Design rgb_to_luma, sky130hd; sources not shown.
Run 1, metal 1:
Scale bar: 50 microns.
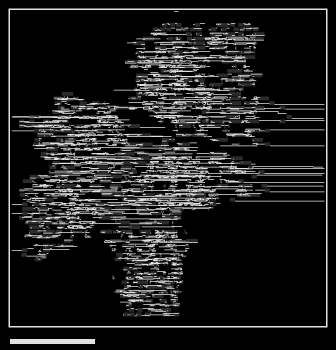
wire length on this layer: 8940 microns
nets with wire on the layer: 1223
longest straight run: 52.9 microns
main direction: horizontal
Routed Wire Length: 17580 microns
routed vias: 6288
M1 GR Usage: 0.1403

Run 1, M2 wires:
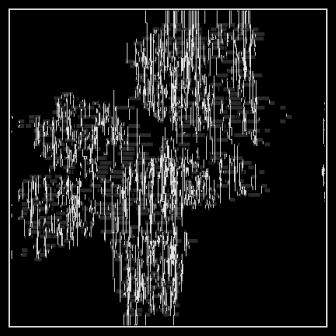
longest straight run: 45.9 microns
main direction: vertical
GR Layer Usage met2: 0.1754

Run 1, metal 3:
Scale bar: 50 microns.
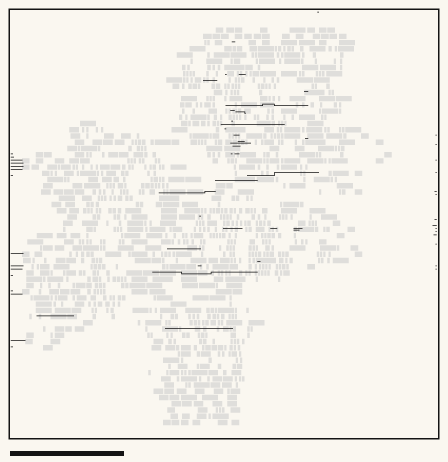
share of all routed wire: 2.1%
wire length on this layer: 364 microns
longest straight run: 29.4 microns
met3 usage: 0.01344

Run 1, register map, names as in the netlist:
Other sequential cells in the stronger grey, the rest of the logic in the fainter grey.
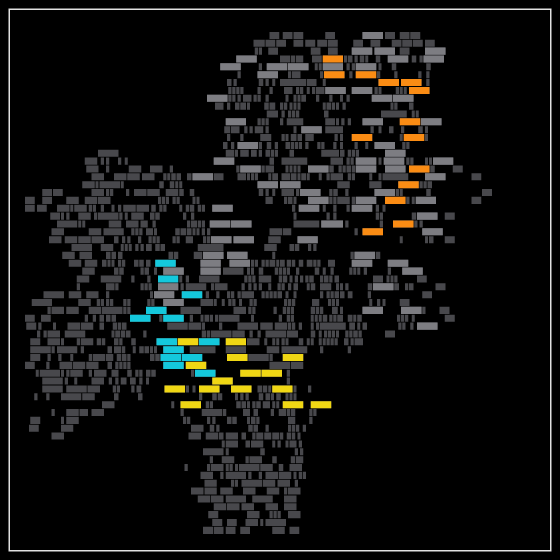
legend:
  orange:
    signal: p_a_q
    sequential_cells: 14
    where: upper right
  yellow:
    signal: pr_q
    sequential_cells: 15
  cyan:
    signal: pb_q
    sequential_cells: 13
final core occ: 0.2989
FF+latch area: 2243 sq um
Seq area share: 0.2441

==> Slide: Implementation Results, run 1 <==
Key Metrics from the Run

Status
  • Status: completed

Drt
  • DRC viols: 0
  • Drt via density: 4.189
  • DR iter-0 viols: 369
  • Post-route antenna net violation count: 0
  • WL/cell: 11.71 microns
  • Pre-antenna DRT Iters: 4

Clocking
  • CTS H-tree lvls: 3
  • # hold bufs at CTS: 0
  • Clk buf depth: 2
  • CTS Buf Count: 9
  • Post-CTS setup buffer count: 0
  • Cells resized by post-CTS repair: 0
  • Clock transition at path regs: 70 ps
  • CTS tree: done
  • Root Driver: clkbuf_16
  • Insertion Delay late pin: 350 ps
  • Clock sink total: 112

Final timing
  • Final setup TNS: 0 ps
  • Fin crit period: 4780 ps
  • Max Fclk: 209.2 MHz
  • Clk_skew: 8.042 ps
  • RSZ-0062 raised after global routing: no
  • Measured slew at the worst slew-check pin: 748.3 ps
  • Period Utilization, post-route: 0.5901
  • Worst Slack Setup Final: 3320 ps
  • Slew headroom: 0.5011
  • Slew Viols, Final: 0
  • Setup violators final: 0
  • Hold Violations, Final: 0

Yosys
  • Post-synth top flop: dfxtp_1
  • Synth Warn #: 0
  • Area leader, netlist: dfxtp_1
  • Area share, top type: 0.2864
  • Cell Area, Synth: 7829 sq um
  • Mapped Nets: 1223
  • Biggest area cells: dfxtp_1, ha_1, fa_1
  • XOR Share, Synth: 0.008950
  • Dominant comb cell: adder cells
  • Synth Register Bits: 112
  • Cell variety after synth: 36
  • Mux share: 0
  • Yosys stat area: 7829 sq um
  • Post-synth ARST share: 0
  • Synth Area in Adders: 0.2874
  • Yosys aoi share: 0.08998
  • Flip-flops with a built-in enable: 0
  • Ys cells: 1039
  • Syn avg cell area: 7.535 sq um
  • Synth Seq Share: 0.2864
  • Syn Inst Count: 1039
  • Simple-Gate Area Share: 0.2202

Cells and area
  • Multi-input gate area: 4748 sq um
  • Share of cells above drive strength 1: 0.03258
  • Top Layout Cells: inv_1, nand2_1, nor2_1
  • Layout Nets: 1284
  • Area Overhead vs Synth: 17.40%
  • Fillers: 3338
  • Inserted Diodes: 0

Place
  • I/O Buffers: 66
  • HPWL Detailed: 14250 microns
  • Pre-CTS WS: 2929 ps
  • Placer Congestion: 0.8703

Power
  • Leak pwr: 0.004517 uW
  • Maximum vdd drop: 0.1196 mV
  • Pwr dens: 245.8 nW/um^2

Die
  • Die ar.: 34950 sq um
  • Ports: 67
  • Core area: 30750 sq um
  • Standard-cell rows: 64
  • Chip height: 187.0 microns
  • Core Util at FP: 0.2546
  • Die width: 187.0 microns

Hold path
  • Hold Crit Depth: 2
  • Min-Delay Path Class: reg -> reg

Setup path
  • WS Path Type: in -> reg
  • Crit path DRT: 8400 ps
  • Crit. path cell count: 16
  • CP cell instances: clkdlybuf4s50_1 > ha_1 > ha_1 > inv_1 > fa_1 > fa_1 > inv_1 > ha_1 > a21o_1 > a21boi_0 > nand2_1 > nand2_1 > nand2_1 > nand2_1 > nand2_1 > nor2_1
  • Crit. End Element: flop
  • Crit start category: primary input
  • CP Buf/Inv Count: 3
  • Crit path max-delay cell type: clkdlybuf4s50_1
  • R2R cell count: 11
  • Reg2reg setup slack: 5870 ps
  • Critical-path maximum fanout: 5
  • CP delay by family, top: adder cells
  • Most used cell, CP: nand2_1
  • Arr. time, crit path: 5080 ps
  • Critical Path Max Stage Delay: 570 ps

Global route
  • First-pass GRT wire length: 30630 microns
  • Total GRT Usage: 0.1069
  • Largest net degree at the start of global routing: 68
  • Gr ovfl total: 0
  • Number of global-route vias before repair: 6411
  • Initial antenna violation count: 0

Flow run
  • OpenROAD warning count: 33
  • Max-Cap Viols: 0
[run 1: cells in the mapped netlist (3+ instances only)]
cell type / number
inv_1: 198
nand2_1: 198
nor2_1: 153
ha_1: 119
dfxtp_1: 112
a21oi_1: 59
o21ai_0: 43
fa_1: 38
nand3_1: 37
clkbuf_1: 12
nand4_1: 9
a21oi_2: 7
nor3_1: 7
o21a_1: 6
xor2_1: 6
buf_1: 4
nand2_2: 3
o21bai_1: 3
[run 1: power by group]
group	internal (uW)	switching, uW	total [uW]
registers	630	61.4	691
clock network	216	211	426
logic	431	710	1140
total	1280	982	2260
[run 1: final cells by class]
type | instances | area share
tap | 396 | 0.05391
inverter | 200 | 0.08181
multi-input combinational | 709 | 0.5166
clock inverter | 5 | 0.005309
timing repair buffer | 68 | 0.07296
clock buffer | 11 | 0.02532
sequential | 112 | 0.2441
[run 1: kinds of logic (layout without fill, tap and decap cells)]
kind of cell | after synthesis | after routing
simple gates | 417 | 417
fa+ha+maj | 157 | 157
xor+xnor | 8 | 8
compound gates | 127 | 127
buf+inv | 218 | 284
flops | 112 | 112
[run 1: layer usage]
layer	wire length, microns	track usage	vias up
li1	-	-	3365
met1	8942	0.1403	2820
met2	8015	0.1754	81
met3	364	0.01344	22
met4	255	0.02816	0
met5	0	-	-
[run 1: stage by stage]
step	cells	hold slack, ps	area, sq um	total power (uW)
3_5_place_dp	1485	392.1	8909	1847
4_1_cts	1501	403.0	9190	2285
6_report	1501	401.4	9191	2259
2_1_floorplan	1039	388.3	7829	1542
3_3_place_gp	1485	390.0	8909	1836
5_1_grt	1501	424.3	9191	2492
## Run 2: what changed since run 1
clock period = 4.2 ns   (was 8.1 ns; I/O delays follow)
Run 2, register map, names as in the netlist:
Other sequential cells in the stronger grey, the rest of the logic in the fainter grey.
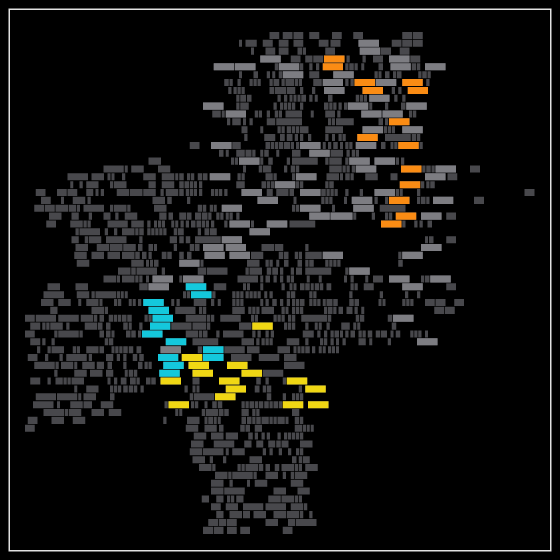
legend:
  cyan:
    signal: pb_q
    sequential_cells: 13
  yellow:
    signal: pr_q
    sequential_cells: 15
  orange:
    signal: p_a_q
    sequential_cells: 14
    where: upper right
not coloured: 70
Power Sequential: 1330 uW
final core occ: 0.3041

Run 2, metal 1:
Scale bar: 50 microns.
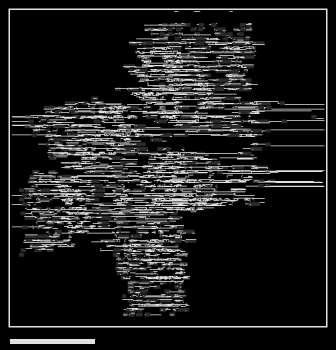
Routed Wire Length: 17480 microns
M1 GR Usage: 0.1438
routed vias: 6315

==> Slide: Implementation Results, run 2 <==
Key Metrics from the Run

Status
  • Status: completed (unchanged)

Setup path
  • Critical-path maximum fanout: 4 (was 5)
  • Critical Path Max Stage Delay: 520 ps (was 570 ps)
  • Crit path max-delay cell type: fa_1 (was clkdlybuf4s50_1)
  • Reg2reg setup slack: 1920 ps (was 5870 ps)
  • CP Buf/Inv Count: 3 (unchanged)
  • Crit. path cell count: 17 (was 16)
  • Most used cell, CP: nand2_1 (unchanged)
  • Crit path DRT: 4480 ps (was 8400 ps)
  • CP delay by family, top: adder cells (unchanged)
  • CP cell instances: clkdlybuf4s50_1 > ha_1 > ha_1 > inv_1 > fa_1 > fa_1 > inv_1 > ha_1 > nand2_1 > nand2_1 > a21boi_0 > nand2_1 > nand2_1 > nand2_1 > nand2_1 > nand2_1 > nor2_1 (was clkdlybuf4s50_1 > ha_1 > ha_1 > inv_1 > fa_1 > fa_1 > inv_1 > ha_1 > a21o_1 > a21boi_0 > nand2_1 > nand2_1 > nand2_1 > nand2_1 > nand2_1 > nor2_1)
  • R2R cell count: 11 (unchanged)
  • Crit start category: primary input (unchanged)
  • Crit. End Element: flop (unchanged)
  • WS Path Type: in -> reg (unchanged)
  • Arr. time, crit path: 4130 ps (was 5080 ps)

Yosys
  • Synth Seq Share: 0.2864 (unchanged)
  • Biggest area cells: dfxtp_1, ha_1, fa_1 (unchanged)
  • Yosys stat area: 7829 sq um (unchanged)
  • Synth Register Bits: 112 (unchanged)
  • Area share, top type: 0.2864 (unchanged)
  • Syn Inst Count: 1039 (unchanged)
  • Post-synth ARST share: 0 (unchanged)
  • Ys cells: 1039 (unchanged)
  • Synth Warn #: 0 (unchanged)
  • Cell variety after synth: 36 (unchanged)
  • Yosys aoi share: 0.08998 (unchanged)
  • Synth Area in Adders: 0.2874 (unchanged)
  • Syn avg cell area: 7.535 sq um (unchanged)
  • Area leader, netlist: dfxtp_1 (unchanged)
  • Mapped Nets: 1223 (unchanged)
  • Cell Area, Synth: 7829 sq um (unchanged)
  • Synth cell count leaders: inv_1, nand2_1, nor2_1, ha_1, dfxtp_1 (unchanged)
  • Flip-flops with a built-in enable: 0 (unchanged)
  • Post-synth top flop: dfxtp_1 (unchanged)
  • Dominant comb cell: adder cells (unchanged)

Die
  • Standard-cell rows: 64 (unchanged)
  • Die width: 187.0 microns (unchanged)
  • Die ar.: 34950 sq um (unchanged)
  • Core Util at FP: 0.2546 (unchanged)
  • Chip height: 187.0 microns (unchanged)
  • Core area: 30750 sq um (unchanged)

Place
  • Placed Area: 9051 sq um (was 8909 sq um)
  • I/O Buffers: 66 (unchanged)
  • HPWL Detailed: 14270 microns (was 14250 microns)
  • Placed cells: 1504 (was 1485)
  • Placer Congestion: 0.8843 (was 0.8703)

Final timing
  • Period Utilization, post-route: 0.9154
  • Min Hold Slack: 402.4 ps (was 401.4 ps)
  • Final setup TNS: 0 ps (unchanged)
  • Slew Viols, Final: 0 (unchanged)
  • Clk_skew: 12.79 ps (was 8.042 ps)
  • Fin crit period: 3845 ps
  • Measured slew at the worst slew-check pin: 761.6 ps (was 748.3 ps)
  • Slew headroom: 0.4917 (was 0.5011)
  • Hold Violations, Final: 0 (unchanged)
  • Setup violators final: 0 (unchanged)
  • Max Fclk: 260.1 MHz
  • RSZ-0062 raised after global routing: no (unchanged)

Clocking
  • Post-CTS setup buffer count: 0 (unchanged)
  • Clock transition at path regs: 80 ps (was 70 ps)
  • Clk buf depth: 2 (unchanged)
  • Clock sink total: 112 (unchanged)
  • Root Driver: clkbuf_16 (unchanged)
  • # hold bufs at CTS: 0 (unchanged)
  • CTS H-tree lvls: 3 (unchanged)

Drt
  • Highest metal used: met4 (unchanged)
  • Routed length on met3: 268 microns (was 364 microns)
  • Met2 wire len: 7873 microns (was 8015 microns)
  • Post-route antenna net violation count: 0 (unchanged)
  • DRC viols: 0 (unchanged)
  • DR iter-0 viols: 444 (was 369)
  • Pre-antenna DRT Iters: 4 (unchanged)
  • Metal-1 WL: 9176 microns (was 8942 microns)

Global route
  • Number of global-route vias before repair: 6325 (was 6411)
  • First-pass GRT wire length: 30530 microns (was 30630 microns)
  • Initial antenna violation count: 0 (unchanged)
  • Total GRT Usage: 0.1061 (was 0.1069)
  • Gr ovfl total: 0 (unchanged)

Power
  • Final Power: 4427 uW (was 2259 uW)
  • Maximum vdd drop: 0.2355 mV (was 0.1196 mV)
  • Pwr dens: 473.5 nW/um^2 (was 245.8 nW/um^2)
  • Leak pwr: 0.004619 uW (was 0.004517 uW)

Hold path
  • Hold Crit Depth: 2 (unchanged)

Cells and area
  • Top Layout Cells: inv_1, nand2_1, nor2_1 (unchanged)
  • Non-Filler Instances: 1520 (was 1501)
  • Fin area: 9350 sq um (was 9191 sq um)
  • Inserted Diodes: 0 (unchanged)
  • Area Overhead vs Synth: 19.43% (was 17.40%)
  • Layout Nets: 1303 (was 1284)

Flow run
  • OpenROAD warning count: 33 (unchanged)
  • Max-Cap Viols: 0 (unchanged)
## run 2: kinds of logic after synthesis
kind of cell,count (synthesis)
buffers and inverters,218
XOR/XNOR,8
AND/OR/NAND/NOR,417
flip-flops,112
AND-OR/OR-AND,127
adder cells (fa/ha/maj),157
## run 2: per-layer routing
metal  GRT usage  up-vias
li1            -     3399
met2      0.1724       76
met5           -        -
met1      0.1438     2826
met3     0.01176       14
met4     0.02247        0
## run 2: tightest hold or removal path, cell delays in order, from the launching register on
cell and delay, ps:
dfxtp_1 300, inv_1 40, nor2_1 30
## run 2: through the flow
step	util	setup WS, ps
after floorplan	-	606.5
after global placement	0.2944	-7.747
after detailed placement	0.2944	-18.26
after CTS	0.3040	364.4
after global routing	0.3041	65.91
final	0.3041	355.2
## run 2: power breakdown
part	switching, uW	internal [uW]
Combinational	1380	857
Sequential	118	1210
Clock	419	434
## run 2: final cells by class
| class | instances | area [sq um] |
|---|---|---|
| fill | 3266 | 21400 |
| clock buffer | 10 | 239.0 |
| timing repair buffer | 87 | 813.3 |
| inverter | 200 | 752.0 |
| tap | 396 | 495.5 |
| sequential | 112 | 2243 |
| multi-input combinational | 709 | 4748 |
| clock inverter | 6 | 58.81 |
Power is estimated from default activity; no workload was simulated.
